===== src/rtl/tile_mm_arbiter.sv =====
// tile_mm_arbiter: round-robin arbiter sharing one tile mm_* port among NUM_REQ requesters.
// Supports lock (back-to-back ownership) and a per-transaction timeout that forces an
// error completion.
// Ports:
//   clock, reset_n                   clock and async active-low reset
//   req_valid/write/lock [NUM_REQ]   per-requester request, direction, keep-grant
//   req_addr, req_wdata              packed per-requester fields, requester i at slice i
//   req_ready, req_error [NUM_REQ]   one-hot completion pulse, timeout flag
//   req_rdata                        read data, valid with req_ready
//   mm_valid/write/addr/wdata        tile-side transaction, held until ack
//   mm_rdata, mm_ready               tile read data and acknowledge
//   grant_id, busy, error_count      status: last grant, not idle, saturating timeouts
module tile_mm_arbiter #(
    parameter int unsigned NUM_REQ        = 4,
    parameter int unsigned ADDR_WIDTH     = 12,
    parameter int unsigned DATA_WIDTH     = 32,
    parameter int unsigned TIMEOUT_CYCLES = 255
) (
    input  logic                          clock,
    input  logic                          reset_n,
    input  logic [NUM_REQ-1:0]            req_valid,
    input  logic [NUM_REQ-1:0]            req_write,
    input  logic [NUM_REQ*ADDR_WIDTH-1:0] req_addr,
    input  logic [NUM_REQ*DATA_WIDTH-1:0] req_wdata,
    input  logic [NUM_REQ-1:0]            req_lock,
    output logic [NUM_REQ-1:0]            req_ready,
    output logic [NUM_REQ-1:0]            req_error,
    output logic [DATA_WIDTH-1:0]         req_rdata,
    output logic                          mm_valid,
    output logic                          mm_write,
    output logic [ADDR_WIDTH-1:0]         mm_addr,
    output logic [DATA_WIDTH-1:0]         mm_wdata,
    input  logic [DATA_WIDTH-1:0]         mm_rdata,
    input  logic                          mm_ready,
    output logic [$clog2(NUM_REQ)-1:0]    grant_id,
    output logic                          busy,
    output logic [7:0]                    error_count
);

    localparam int unsigned GW = $clog2(NUM_REQ);
    localparam int unsigned TW = $clog2(TIMEOUT_CYCLES);

    typedef enum logic [1:0] {
        ST_IDLE,
        ST_ISSUE,
        ST_RECOVER
    } state_t;

    state_t                 state_q, state_d;
    logic                   mm_valid_q, mm_valid_d;
    logic                   mm_write_q, mm_write_d;
    logic [ADDR_WIDTH-1:0]  mm_addr_q, mm_addr_d;
    logic [DATA_WIDTH-1:0]  mm_wdata_q, mm_wdata_d;
    logic [NUM_REQ-1:0]     req_ready_q, req_ready_d;
    logic [NUM_REQ-1:0]     req_error_q, req_error_d;
    logic [DATA_WIDTH-1:0]  req_rdata_q, req_rdata_d;
    logic [GW-1:0]          grant_q, grant_d;
    logic [GW-1:0]          last_q, last_d;
    logic                   lock_q, lock_d;
    logic [TW-1:0]          timer_q, timer_d;
    logic                   busy_q, busy_d;
    logic [7:0]             err_cnt_q, err_cnt_d;

    logic [GW-1:0]          win;
    logic                   win_found;
    logic [GW-1:0]          cand;

    // Winner selection, next-state and next-output logic
    always_comb begin
        state_d     = state_q;
        mm_valid_d  = mm_valid_q;
        mm_write_d  = mm_write_q;
        mm_addr_d   = mm_addr_q;
        mm_wdata_d  = mm_wdata_q;
        req_ready_d = '0;
        req_error_d = '0;
        req_rdata_d = req_rdata_q;
        grant_d     = grant_q;
        last_d      = last_q;
        lock_d      = lock_q;
        timer_d     = timer_q;
        err_cnt_d   = err_cnt_q;
        win         = grant_q;
        win_found   = 1'b0;
        cand        = '0;

        // Locked owner keeps the port; otherwise search upward from last_grant+1
        if (lock_q && req_valid[grant_q]) begin
            win       = grant_q;
            win_found = 1'b1;
        end else begin
            for (int unsigned k = 1; k <= NUM_REQ; k++) begin
                cand = GW'((32'(last_q) + k) % NUM_REQ);
                if (!win_found && req_valid[cand]) begin
                    win       = cand;
                    win_found = 1'b1;
                end
            end
        end

        case (state_q)
            ST_IDLE: begin
                if (win_found) begin
                    mm_valid_d = 1'b1;
                    mm_write_d = req_write[win];
                    mm_addr_d  = req_addr[win*ADDR_WIDTH +: ADDR_WIDTH];
                    mm_wdata_d = req_wdata[win*DATA_WIDTH +: DATA_WIDTH];
                    grant_d    = win;
                    last_d     = win;
                    lock_d     = 1'b0;
                    timer_d    = '0;
                    state_d    = ST_ISSUE;
                end
            end
            ST_ISSUE: begin
                // An ack on the timeout edge wins: normal completion
                if (mm_ready) begin
                    req_rdata_d          = mm_rdata;
                    req_ready_d[grant_q] = 1'b1;
                    mm_valid_d           = 1'b0;
                    lock_d               = req_lock[grant_q];
                    state_d              = ST_RECOVER;
                end else if (timer_q == TW'(TIMEOUT_CYCLES - 1)) begin
                    req_rdata_d          = '0;
                    req_ready_d[grant_q] = 1'b1;
                    req_error_d[grant_q] = 1'b1;
                    mm_valid_d           = 1'b0;
                    lock_d               = 1'b0;
                    if (err_cnt_q != 8'hFF) begin
                        err_cnt_d = err_cnt_q + 8'd1;
                    end
                    state_d              = ST_RECOVER;
                end else begin
                    timer_d = timer_q + TW'(1);
                end
            end
            ST_RECOVER: begin
                // Tile ack lags mm_valid by a cycle; ignore it here
                state_d = ST_IDLE;
            end
            default: begin
                state_d = ST_IDLE;
            end
        endcase

        busy_d = (state_d != ST_IDLE);
    end

    // State and output registers
    always_ff @(posedge clock or negedge reset_n) begin
        if (!reset_n) begin
            state_q     <= ST_IDLE;
            mm_valid_q  <= 1'b0;
            mm_write_q  <= 1'b0;
            mm_addr_q   <= '0;
            mm_wdata_q  <= '0;
            req_ready_q <= '0;
            req_error_q <= '0;
            req_rdata_q <= '0;
            grant_q     <= '0;
            last_q      <= GW'(NUM_REQ - 1);
            lock_q      <= 1'b0;
            timer_q     <= '0;
            busy_q      <= 1'b0;
            err_cnt_q   <= '0;
        end else begin
            state_q     <= state_d;
            mm_valid_q  <= mm_valid_d;
            mm_write_q  <= mm_write_d;
            mm_addr_q   <= mm_addr_d;
            mm_wdata_q  <= mm_wdata_d;
            req_ready_q <= req_ready_d;
            req_error_q <= req_error_d;
            req_rdata_q <= req_rdata_d;
            grant_q     <= grant_d;
            last_q      <= last_d;
            lock_q      <= lock_d;
            timer_q     <= timer_d;
            busy_q      <= busy_d;
            err_cnt_q   <= err_cnt_d;
        end
    end

    assign mm_valid    = mm_valid_q;
    assign mm_write    = mm_write_q;
    assign mm_addr     = mm_addr_q;
    assign mm_wdata    = mm_wdata_q;
    assign req_ready   = req_ready_q;
    assign req_error   = req_error_q;
    assign req_rdata   = req_rdata_q;
    assign grant_id    = grant_q;
    assign busy        = busy_q;
    assign error_count = err_cnt_q;

endmodule


===== config.mk =====
export PLATFORM = sky130hd
export DESIGN_NAME = tile_mm_arbiter
export DESIGN_NICKNAME = d
export VERILOG_FILES = /design/src/rtl/tile_mm_arbiter.sv
export SDC_FILE = /design/constraint.sdc
export NUM_CORES = 1
export LEC_CHECK = 0
export ABC_AREA = 1
export CAP_MARGIN = 15
export CELL_PAD_IN_SITES_DETAIL_PLACEMENT = 2
export CELL_PAD_IN_SITES_GLOBAL_PLACEMENT = 2
export CORE_UTILIZATION = 21
export DETAILED_ROUTE_END_ITERATION = 7
export HOLD_SLACK_MARGIN = 0.02
export PLACE_DENSITY_LB_ADDON = 0.1
export SYNTH_ARGS = -nofsm -noshare
export SYNTH_HDL_FRONTEND = slang
export SYNTH_SLANG_ARGS = --single-unit

===== constraint.sdc =====
create_clock -name clock -period 2.46 [get_ports clock]
set_clock_uncertainty 0.1 [all_clocks]
set_input_delay 0.246 -clock clock [delete_from_list [all_inputs] [get_ports clock]]
set_output_delay 0.246 -clock clock [all_outputs]
set_load 0.01 [all_outputs]

clock_nets.png
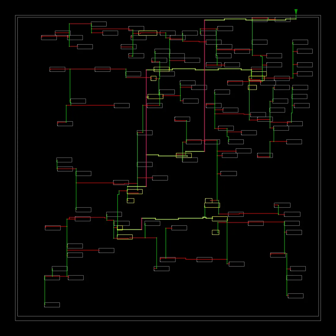
Latency at later pin: 0.37 ns
Seq Cell Count: 110
P_clk: 1.68 mW

ff_map.png
Drawn at 2 px/um. Other sequential cells in the stronger grey, the rest of the logic in the fainter grey.
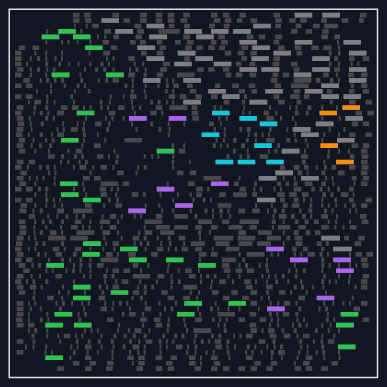
mm_wdata -> green  # flops 32
timer_q -> cyan  # flops 8
mm_addr -> purple  # flops 12
req_ready -> orange  # flops 4
not coloured = 54
P_seq: 3.04 mW
Seq area share: 23.5%

floorplan.png
Drawn at 2 px/um. Pins as bars on the die edge.
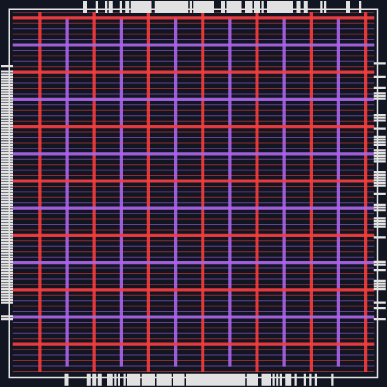
VDD -> purple
VSS -> red
signal pins = 320
met1 rails = 67
met5 straps = 13
rows = 66
met4 straps = 13

cells in the final DEF (no fill, tap or decap), drive strengths merged, types with 7 or more instances in the layout:
cell type,n
clkdlybuf4s50,318
buf,47
o21ai,7
inv,212
clkbuf,18
dfrtp,108
nand2,339
nand3,203
nor2,26
a22o,33
worst max-delay path by stage:
stage	start	to	cells past startpoint
5_1_grt	last_q[0]$_DFFE_PN1P_	mm_wdata[9]$_DFFE_PN0P_	17
2_1_floorplan	last_q[0]$_DFFE_PN1P_	mm_addr[0]$_DFFE_PN0P_	16
6_report	last_q[0]$_DFFE_PN1P_	mm_wdata[30]$_DFFE_PN0P_	17
3_5_place_dp	req_valid[1]	mm_addr[8]$_DFFE_PN0P_	17
4_1_cts	last_q[0]$_DFFE_PN1P_	mm_wdata[23]$_DFFE_PN0P_	18
3_3_place_gp	req_valid[0]	mm_addr[8]$_DFFE_PN0P_	17
power by group through the flow:
stage               clock (mW)  sequential [mW]  combinational, mW
floorplan                    0             3.30               7.19
global placement             0             3.07               11.9
detailed placement           0             3.06               12.2
CTS                       1.75             3.05               13.4
global route              1.80             3.13               16.4
finish                    1.68             3.04               14.9
cells in the mapped netlist (3+ instances only):
cell      number
buf_1          4
xor2_1         5
ha_1           3
nor2_1        25
clkbuf_1       6
nor3_1         5
nand3_1      202
a21oi_1        4
nand4_1        6
inv_2          5
nand2_2       10
a22o_1        33
xnor2_1        3
inv_1        203
dfrtp_1      108
buf_8         10
o21ai_0        7
nand2_1      327
buf_2         32
timing repair:
action,in CTS,in global routing
hold endpoints to repair,33,0
hold buffers,1,0
cloned,3,9
setup buffers,5,2
gates resized,14,57
pin swaps,2,16
setup endpoints to repair,41,49
==> results.toml <==
# synthesis and place-and-route metrics
[synth]
xor_area_share_pct = 1.01
ys.flop_type = "dfrtp_1"
netlist_area_sq_mm = 0.00691
syn_area_per_cell_sq_um = 6.82
synthArstFlopShare_pct = 100
mux_area_share_pct = 0.326
topCombFamilyByArea = "simple AND/OR/NAND/NOR gates"
topCellsByArea = "dfrtp_1, nand2_1, nand3_1"
synth_seq_share_pct = 39.9
synth_nets = 1240
yosys_register_bits = 110

[die]
rows = 66
core_sq_mm = 0.0325
die-area_sq_mm = 0.0336
fp.dieH_um = 183

[final_layout]
final_cells = 1795
buffer_area_share_pct = 34.4
syn_to_final_growth_pct = 69.4
utilization_pct = 36.1
comb_cells = 643
nClkBuffers = 10
antennaDiodeCount = 2
drive_gt1_share_pct = 9.99
fill_cells = 3796

[placement]
post_dp_cell_area_sq_mm = 0.0108

[timing]
grt_setup_unrepaired = "yes"
fin_tns_setup_ns = 0
slew_violations = 0
worst_slew_pin_slew_ns = 0.696
min_period_ns = 2.45
setup_viol = 0
maxSlewHeadroom_pct = 53.5

[outcome]
status = "complete, no violations"

[global_route]
grt_util_met2_pct = 32.7
overflow = 0
antenna_found_initial = 3
gr-usage-met3_pct = 4.54
grt_max_degree = 42

[worst_hold_path]
worstHoldPathType = "in -> async"

[drt]
route.top_layer_used = "met4"
wl_per_cell_um = 18.0
drt-total-wl_um = 32300
vias = 7801
wl_met1_um = 14000
drt_iter0_drc = 258
drc = 0

[power_and_ir_drop]
power.density_mw_per_mm2 = 1670
totalPowerFinal_mw = 19.6
irDropWorstVdd_v = 0.000952

[critical_path]
r2r-end = "mm_wdata[30]$_DFFE_PN0P_"
crit_required_ns = 2.63
crit_top_cell = "nand2_1"
worst-path-buf-inv = 2

[clock_tree]
cts_tree = "built"

[job]
cap_violations = 0
Power is estimated from default activity; no workload was simulated.
